===== src/rtl/video_pkg.sv =====
// Shared video types and default active geometry for the capture path and the
// receiver simulation model.
package video_pkg;

  localparam int H_ACTIVE_DEFAULT = 128;
  localparam int V_ACTIVE_DEFAULT = 32;
  localparam int RGB_W            = 24;

  typedef struct packed {
    logic [7:0] r;
    logic [7:0] g;
    logic [7:0] b;
  } rgb_t;

  typedef enum logic [1:0] {
    IDLE,
    SYNC,
    ACTIVE
  } cap_state_t;

endpackage


===== src/rtl/sync_edge_detect.sv =====
// Registers the receiver's VS/DE/RGB once and derives the VS leading edge and
// the DE falling edge from a second delayed copy.
module sync_edge_detect
  import video_pkg::*;
#(
  parameter bit VS_ACTIVE_HIGH = 1'b1
) (
  input  logic clk,
  input  logic rst_n,
  input  logic vs,
  input  logic de,
  input  rgb_t rgb,
  output logic de_q,
  output rgb_t rgb_q,
  output logic vs_lead,
  output logic de_fall
);

  logic vs_q;
  logic vs_qq;
  logic de_qq;

  always_ff @(posedge clk or negedge rst_n) begin
    if (!rst_n) begin
      vs_q  <= 1'b0;
      vs_qq <= 1'b0;
      de_q  <= 1'b0;
      de_qq <= 1'b0;
      rgb_q <= '0;
    end else begin
      vs_q  <= vs;
      vs_qq <= vs_q;
      de_q  <= de;
      de_qq <= de_q;
      rgb_q <= rgb;
    end
  end

  // The leading edge is the transition into the asserted VS level.
  assign vs_lead = VS_ACTIVE_HIGH ? (vs_q & ~vs_qq) : (~vs_q & vs_qq);
  assign de_fall = ~de_q & de_qq;

endmodule


===== src/rtl/video_frame_capture.sv =====
// Locks onto VS, counts active pixels into (x,y) and writes them into a
// double-banked frame buffer, swapping banks only after a clean frame.
module video_frame_capture
  import video_pkg::*;
#(
  parameter int H_ACTIVE       = H_ACTIVE_DEFAULT,
  parameter int V_ACTIVE       = V_ACTIVE_DEFAULT,
  parameter int ADDR_W         = $clog2(H_ACTIVE * V_ACTIVE),
  parameter bit VS_ACTIVE_HIGH = 1'b1
) (
  input  logic              I_clk,
  input  logic              I_rst_n,
  input  logic              I_enable,
  input  logic              I_vs,
  input  logic              I_de,
  input  logic [7:0]        I_r,
  input  logic [7:0]        I_g,
  input  logic [7:0]        I_b,
  output logic              O_wr_en,
  output logic [ADDR_W-1:0] O_wr_addr,
  output logic [RGB_W-1:0]  O_wr_data,
  output logic              O_wr_bank,
  output logic              O_frame_done,
  output logic              O_frame_err,
  output logic              O_busy
);

  localparam int X_W = $clog2(H_ACTIVE + 1);
  localparam int Y_W = $clog2(V_ACTIVE + 1);
  localparam logic [X_W-1:0] X_END  = X_W'(H_ACTIVE);
  localparam logic [Y_W-1:0] Y_LAST = Y_W'(V_ACTIVE - 1);

  cap_state_t     state;
  logic [X_W-1:0] x;
  logic [Y_W-1:0] y;
  rgb_t           rgb_in;
  rgb_t           rgb_q;
  logic           de_q;
  logic           vs_lead;
  logic           de_fall;

  assign rgb_in = {I_r, I_g, I_b};

  sync_edge_detect #(
    .VS_ACTIVE_HIGH(VS_ACTIVE_HIGH)
  ) u_sync_edge_detect (
    .clk    (I_clk),
    .rst_n  (I_rst_n),
    .vs     (I_vs),
    .de     (I_de),
    .rgb    (rgb_in),
    .de_q   (de_q),
    .rgb_q  (rgb_q),
    .vs_lead(vs_lead),
    .de_fall(de_fall)
  );

  // A VS edge inside ACTIVE restarts the frame and outranks a coincident line end.
  always_ff @(posedge I_clk or negedge I_rst_n) begin
    if (!I_rst_n) begin
      state        <= IDLE;
      x            <= '0;
      y            <= '0;
      O_wr_en      <= 1'b0;
      O_wr_addr    <= '0;
      O_wr_data    <= '0;
      O_wr_bank    <= 1'b0;
      O_frame_done <= 1'b0;
      O_frame_err  <= 1'b0;
    end else begin
      O_wr_en      <= 1'b0;
      O_frame_done <= 1'b0;
      O_frame_err  <= 1'b0;
      if (!I_enable) begin
        state <= IDLE;
      end else begin
        case (state)
          IDLE: state <= SYNC;
          SYNC: begin
            if (vs_lead) begin
              x     <= '0;
              y     <= '0;
              state <= ACTIVE;
            end
          end
          ACTIVE: begin
            if (vs_lead) begin
              O_frame_err <= 1'b1;
              x           <= '0;
              y           <= '0;
            end else if (de_q) begin
              if (x == X_END) begin
                O_frame_err <= 1'b1;
                state       <= SYNC;
              end else begin
                O_wr_en   <= 1'b1;
                O_wr_addr <= ADDR_W'(32'(y) * 32'(H_ACTIVE) + 32'(x));
                O_wr_data <= rgb_q;
                x         <= x + 1'b1;
              end
            end else if (de_fall) begin
              if (x == X_END) begin
                x <= '0;
                y <= y + 1'b1;
                if (y == Y_LAST) begin
                  O_frame_done <= 1'b1;
                  O_wr_bank    <= ~O_wr_bank;
                  state        <= SYNC;
                end
              end else if (x != '0) begin
                O_frame_err <= 1'b1;
                state       <= SYNC;
              end
            end
          end
          default: state <= IDLE;
        endcase
      end
    end
  end

  assign O_busy = (state == ACTIVE);

endmodule


===== config.mk =====
export PLATFORM = sky130hd
export DESIGN_NAME = video_frame_capture
export DESIGN_NICKNAME = d
export VERILOG_FILES = /design/src/rtl/video_pkg.sv /design/src/rtl/sync_edge_detect.sv /design/src/rtl/video_frame_capture.sv
export SDC_FILE = /design/constraint.sdc
export NUM_CORES = 1
export LEC_CHECK = 0
export CAP_MARGIN = 25
export CORE_UTILIZATION = 50
export CTS_BUF_LIST = sky130_fd_sc_hd__clkbuf_16
export DETAILED_ROUTE_END_ITERATION = 7
export GPL_TIMING_DRIVEN = 0
export PLACE_DENSITY = 0.79
export SLEW_MARGIN = 25
export SYNTH_ARGS = -nofsm -noshare
export SYNTH_HDL_FRONTEND = slang
export SYNTH_SLANG_ARGS = --single-unit

===== constraint.sdc =====
create_clock -name I_clk -period 2.6 [get_ports I_clk]
set_input_delay 0.78 -clock I_clk [delete_from_list [all_inputs] [get_ports I_clk]]
set_output_delay 0.78 -clock I_clk [all_outputs]
set_load 0.03 [all_outputs]

Fig. 1: run 1, signal wires by layer
(3 px per um) Two of the layers only.
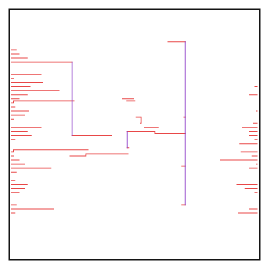
layer	color	wire length
met4	purple	84.3 um
met3	red	355 um
final routed wire length divided by cell count: 14.4 um
gr usage total: 0.191

Fig. 2: run 1, selected gate families
(4 px per um)
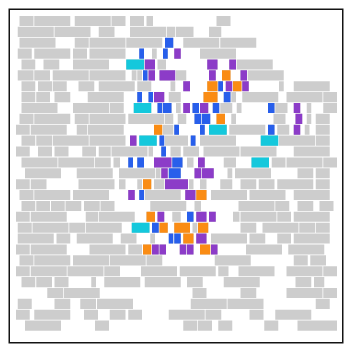
family	color	cells	most used
NAND gates	blue	30	nand2_1
inverting AOI/OAI gates	purple	35	a21oi_1
adder and majority cells	cyan	7	ha_1
AND and OR gates	orange	15	or3_1
most used logic cell in the final layout: sky130_fd_sc_hd__dfrtp_1
post-route insts no fill: 409
fraction of standard cell area in multi-input logic: 0.255

==> flow_metrics.rpt <==
==== FLOW RESULTS ====
----------------------------------------------------
[Status]
  Run status ........................ completed

[Yosys]
  Register area share after synthesis ........................ 0.641
  Flip-flops with a built-in enable ........................ 0
  Netlist cell types ........................ 43
  Nets in the synthesized netlist ........................ 283
  Count of synthesis-stage warnings from yosys ........................ 0
  Cell area after technology mapping ........................ 3280 um^2

[Pwr]
  Peak VDD IR ........................ 542 uV
  Leakage dissipation ........................ 1.94 nW
  Sequential cell fraction of total power ........................ 0.452
  Power density over the cells ........................ 762 nW/um^2
  Switching power of the nets ........................ 0.938 mW
  Combinational group share of total power ........................ 0.198

[Detailed routing]
  Metal1 wirelength ........................ 2660 um
  DRC violation count after routing ........................ 0

[Worst setup path]
  Max stage delay cell, worst path ........................ sky130_fd_sc_hd__dfrtp_1
  Kind of launch point of the worst setup path ........................ flop
  Length in cells of the worst reg-to-reg path ........................ 7

[Placed design]
  DP Wirelength ........................ 4100 um
  Total placed instance area ........................ 4080 um^2
  # port buffers ........................ 68

[Finish]
  Fraction of layout cells with a size suffix above 1 ........................ 0.184
  Most frequent cells in the layout ........................ sky130_fd_sc_hd__dfrtp_1, sky130_fd_sc_hd__clkdlybuf4s50_1, sky130_fd_sc_hd__mux2_2, sky130_fd_sc_hd__nand2_1, sky130_fd_sc_hd__a21oi_1
  Non-Clock Buffer Count ........................ 75

[Global routing]
  Met3 Use GR ........................ 0.0517
  Global-route met1 utilization ........................ 0.241

[Clock tree]
  Insertion delay of the later-clocked pin in the worst-skew pair ........................ 330 ps
  Reg clk slew, reported paths ........................ 60 ps
  CTS buffer count ........................ 9

[Floorplanning]
  Top-level port count ........................ 70

----------------------------------------------------
Fig. 3: run 1, clock distribution
(6 px per um)
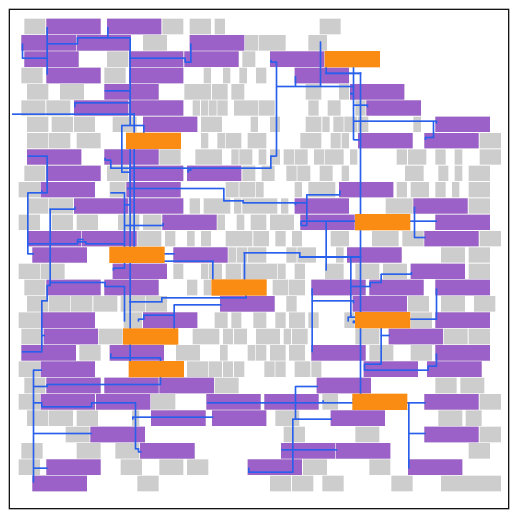
[clock wires] blue | length: 934 um
[flip-flops] purple | count: 84
[cells driving clock nets] orange | count: 9
flops lie	all over the die
routed clock nets	10
proportion of power drawn by the clock network: 0.350
clock network power: 1.16 mW

Fig. 4: run 1, clock wiring as the flow saved it
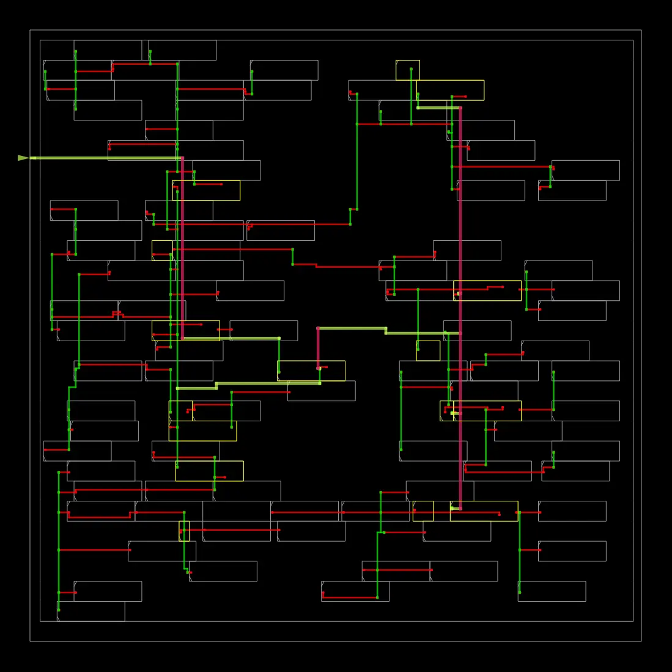
Seq Cell Count: 84
worst clock skew on the final layout: 6.89 ps

Power figures rest on the tool's default switching activity, not on a simulated workload.
